## config.mk

```make
export PLATFORM = sky130hd
export DESIGN_NAME = uart_rx_fifo
export DESIGN_NICKNAME = d
export VERILOG_FILES = /design/src/rtl/uart_rx_fifo.sv
export SDC_FILE = /design/constraint.sdc
export NUM_CORES = 1
export LEC_CHECK = 0
export CORE_AREA = 2 2 119 121
export CTS_BUF_LIST = sky130_fd_sc_hd__clkbuf_4 sky130_fd_sc_hd__clkbuf_8 sky130_fd_sc_hd__clkbuf_16
export DETAILED_ROUTE_END_ITERATION = 10
export DIE_AREA = 0 0 121 123
export PLACE_DENSITY_LB_ADDON = 0.15
export SLEW_MARGIN = 5
export SYNTH_ARGS = -nofsm -noshare
export SYNTH_HDL_FRONTEND = slang
export SYNTH_SLANG_ARGS = --single-unit
```

## constraint.sdc

```tcl
create_clock -name clk -period 2.85 [get_ports clk]
set_input_delay 0.57 -clock clk [delete_from_list [all_inputs] [get_ports clk]]
set_output_delay 0.57 -clock clk [all_outputs]
set_load 0.05 [all_outputs]
```

## src/rtl/uart_rx_fifo.sv

```systemverilog
// ============================================================================
// Module   : uart_rx_fifo
// Purpose  : First-word-fall-through byte FIFO on the UART receive-to-transmit
//            echo path, with sticky overrun and optional parity-error flags.
//            Optional parity check: define UART_RX_FIFO_PARITY_CHECK_EN.
// Revision : 1.0 - initial release
// ============================================================================
`default_nettype none

module uart_rx_fifo #(
  parameter int DATA_WIDTH = 8,
  parameter int ADDR_WIDTH = 4,
  parameter int PARITY_ODD = 0
) (
  input  logic                  clk,
  input  logic                  rst,
  input  logic [DATA_WIDTH-1:0] rx_data,
  input  logic                  rx_parity,
  input  logic                  rx_valid,
  output logic [DATA_WIDTH-1:0] tx_data,
  output logic                  tx_valid,
  input  logic                  tx_ready,
  output logic [ADDR_WIDTH:0]   count,
  output logic                  full,
  output logic                  empty,
  output logic                  overrun,
  output logic                  parity_err,
  input  logic                  flag_clr
);

  localparam int DEPTH = 2 ** ADDR_WIDTH;

  logic [DATA_WIDTH-1:0] mem [DEPTH];

  logic [ADDR_WIDTH:0] wr_ptr_q, wr_ptr_d;
  logic [ADDR_WIDTH:0] rd_ptr_q, rd_ptr_d;
  logic                overrun_q, overrun_d;

  logic w_parity_ok;
  logic w_push;
  logic w_pop;
  logic w_ovr_set;

  assign empty    = (wr_ptr_q == rd_ptr_q);
  assign full     = ((wr_ptr_q ^ rd_ptr_q) == {1'b1, {ADDR_WIDTH{1'b0}}});
  assign count    = wr_ptr_q - rd_ptr_q;
  assign tx_valid = !empty;
  // Gated so the output reads zero straight out of reset instead of stale RAM.
  assign tx_data  = empty ? '0 : mem[rd_ptr_q[ADDR_WIDTH-1:0]];
  assign overrun  = overrun_q;

`ifdef UART_RX_FIFO_PARITY_CHECK_EN
  logic parity_err_q, parity_err_d;
  logic w_par_set;

  assign w_parity_ok = (rx_parity == ((^rx_data) ^ (PARITY_ODD != 0)));
  assign w_par_set   = rx_valid && !w_parity_ok;
  assign parity_err  = parity_err_q;

  always_comb begin
    parity_err_d = parity_err_q;
    if (w_par_set)     parity_err_d = 1'b1;
    else if (flag_clr) parity_err_d = 1'b0;
  end

  always_ff @(posedge clk or posedge rst) begin
    if (rst) parity_err_q <= 1'b0;
    else     parity_err_q <= parity_err_d;
  end
`else
  logic unused_parity_cfg;

  assign unused_parity_cfg = rx_parity ^ (PARITY_ODD != 0);
  assign w_parity_ok       = 1'b1;
  assign parity_err        = 1'b0;
`endif

  // A pop in the same cycle frees a slot, so a full FIFO can still accept.
  assign w_pop     = tx_valid && tx_ready;
  assign w_push    = rx_valid && w_parity_ok && (!full || w_pop);
  assign w_ovr_set = rx_valid && w_parity_ok && full && !w_pop;

  always_comb begin
    wr_ptr_d  = wr_ptr_q;
    rd_ptr_d  = rd_ptr_q;
    overrun_d = overrun_q;
    if (w_push) wr_ptr_d = wr_ptr_q + 1'b1;
    if (w_pop)  rd_ptr_d = rd_ptr_q + 1'b1;
    if (w_ovr_set)     overrun_d = 1'b1;
    else if (flag_clr) overrun_d = 1'b0;
  end

  always_ff @(posedge clk or posedge rst) begin
    if (rst) begin
      wr_ptr_q  <= '0;
      rd_ptr_q  <= '0;
      overrun_q <= 1'b0;
    end else begin
      wr_ptr_q  <= wr_ptr_d;
      rd_ptr_q  <= rd_ptr_d;
      overrun_q <= overrun_d;
    end
  end

  always_ff @(posedge clk) begin
    if (w_push) mem[wr_ptr_q[ADDR_WIDTH-1:0]] <= rx_data;
  end

endmodule

`default_nettype wire

```

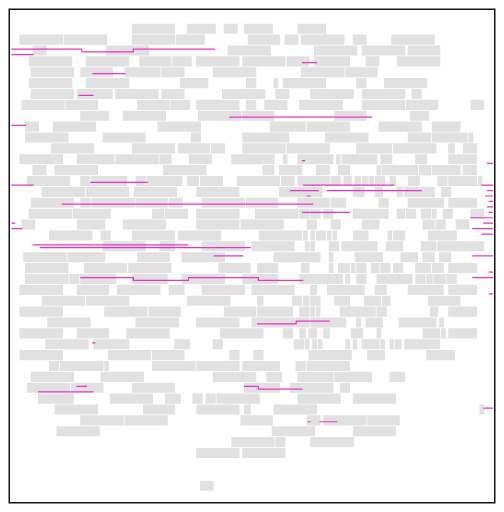
**Above:** M3 wires.
(4 px per um) Cells faint in the background.
nets with wire on the layer: 32
share of all routed wire: 4.4%

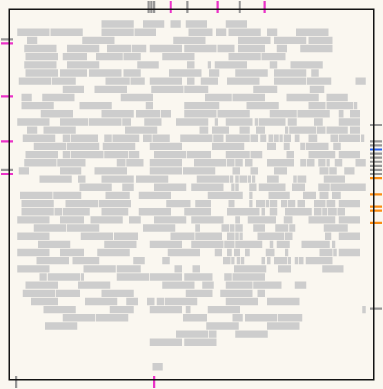
**Above:** I/O pins on the die edge.
(3 px per um) Pins as bars across the die edge, other pins in grey.
[rx_data] magenta | pins: 8 | direction: input | edge: 4 left, 3 top, 1 bottom
[count] orange | pins: 5 | direction: output | edge: right
[overrun] blue | pins: 1 | direction: output | edge: right
all pins by edge: 16 right, 8 top, 6 left, 2 bottom

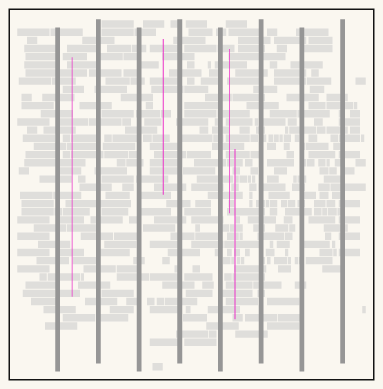
**Above:** signal wires on met4.
(3 px per um) Supply wires on this layer in grey. Cells faint in the background.
wire length on this layer: 242 um
longest straight run: 79.6 um
main direction: vertical
nets with wire on the layer: 3
share of all routed wire: 2.1%
Vias: 2880
total wire length: 11.7 mm

==> impl_metrics.env <==
# physical design summary
export IMPL_status="finished clean"
export IMPL_placed_cells=520
export IMPL_path_delay_family="multiplexers"
export IMPL_pwr_share_clk=0.190
export IMPL_power_internal_uw=6260
export IMPL_flop_count=139
export IMPL_top_power_group="combinational logic"
export IMPL_hold_buffers=0
export IMPL_die_w_um=121
export IMPL_top_cell_area_share=0.667
export IMPL_reg2reg_to="mem[3][3]"
export IMPL_critical_path_startpoint="rd_ptr_q[1]"
export IMPL_cts_tree="built"
export IMPL_critPathKind="register to output pin"
export IMPL_cp_required_ns=2.28
export IMPL_slowest_delay_ns=0.57
export IMPL_regToRegSetupSlack_ns=0.36
export IMPL_synth_xor_area_share=0.0182
export IMPL_p_seq_uw=2610
export IMPL_synthMuxAreaShare=0.164
export IMPL_cpMostUsedCell="buf_12"
export IMPL_cts_setup_buffers=8
export IMPL_ff2ff_path_depth=8
export IMPL_skew_ns=0.00415
export IMPL_nets=400
export IMPL_fp_util=0.423
export IMPL_globalplace_congestion=0.775
export IMPL_die_h_um=123
export IMPL_clock_area_frac=0.0661
export IMPL_seqAreaFraction=0.554
export IMPL_critPathMaxFanout=12
export IMPL_synth_avg_cell_area_um2=19.3
export IMPL_hp_class="input pin to asynchronous set/reset pin"
export IMPL_buffers=74
export IMPL_synth_nets=323
export IMPL_inverters=11
export IMPL_grtUsageMet3=0.0415
export IMPL_top_cells_by_area="edfxtp_1 67%, mux4_2 8.6%, dfrtp_1 4.8%"
export IMPL_fillCellCount=1074
export IMPL_finalCoreUtilization=0.546
export IMPL_warnings=32
export IMPL_max_freq_ghz=0.355
export IMPL_io_pins=32
export IMPL_antenna_found_initial=0
export IMPL_startpoint_type="register"
export IMPL_netSwitchingFraction=0.358
export IMPL_setup_viol=0
export IMPL_edf_count=128
export IMPL_cp_arrival_ns=2.25
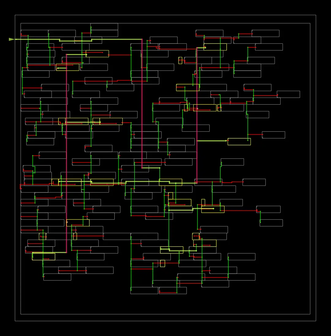
**Above:** clock routing.
Insertion Delay late pin: 0.41 ns
Clk. pwr: 1850 uW
clock buf count: 22

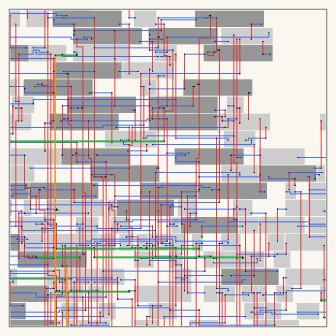
**Above:** close-up of the layout.
Region (66, 67) to (116, 117) um. Cells in grey, sequential cells in the stronger grey; small squares are vias.
[M4] orange
[M2] red
[M3] green
[M1] blue
cells with their middle in the window: 94
netlist names of flops here include: mem (19), rd_ptr_q (3)
most frequent: edfxtp_1 (19), buf_4 (14), mux4_2 (6)
sequential cells in the window: 24

## metrics by stage
stage | instance area [um2] | setup WS, ns
detailed placement | 6660 | 0.284
CTS | 7340 | -0.00419
floorplan | 5870 | 0.0309
finish | 7430 | 0.0329
global placement | 6660 | 0.268
global route | 7430 | -0.0418
## cells in the final DEF, fill, tap and decap left out, types with 5 or more instances in the layout
cell type,Yosys,final
edfxtp_1,128,128
buf_4,3,38
mux4_2,22,26
buf_12,2,19
clkbuf_16,0,17
clkdlybuf4s50_1,0,13
nor2_1,12,12
xnor2_1,11,11
dfrtp_1,11,9
mux2_2,9,8
mux2i_1,11,8
ha_1,9,8
inv_1,10,7
nand2_1,8,7
a21oi_4,0,7
mux4_1,9,5
o21ai_2,0,5
clkbuf_4,0,5
clkinv_1,0,5
Power is estimated from default activity; no workload was simulated.
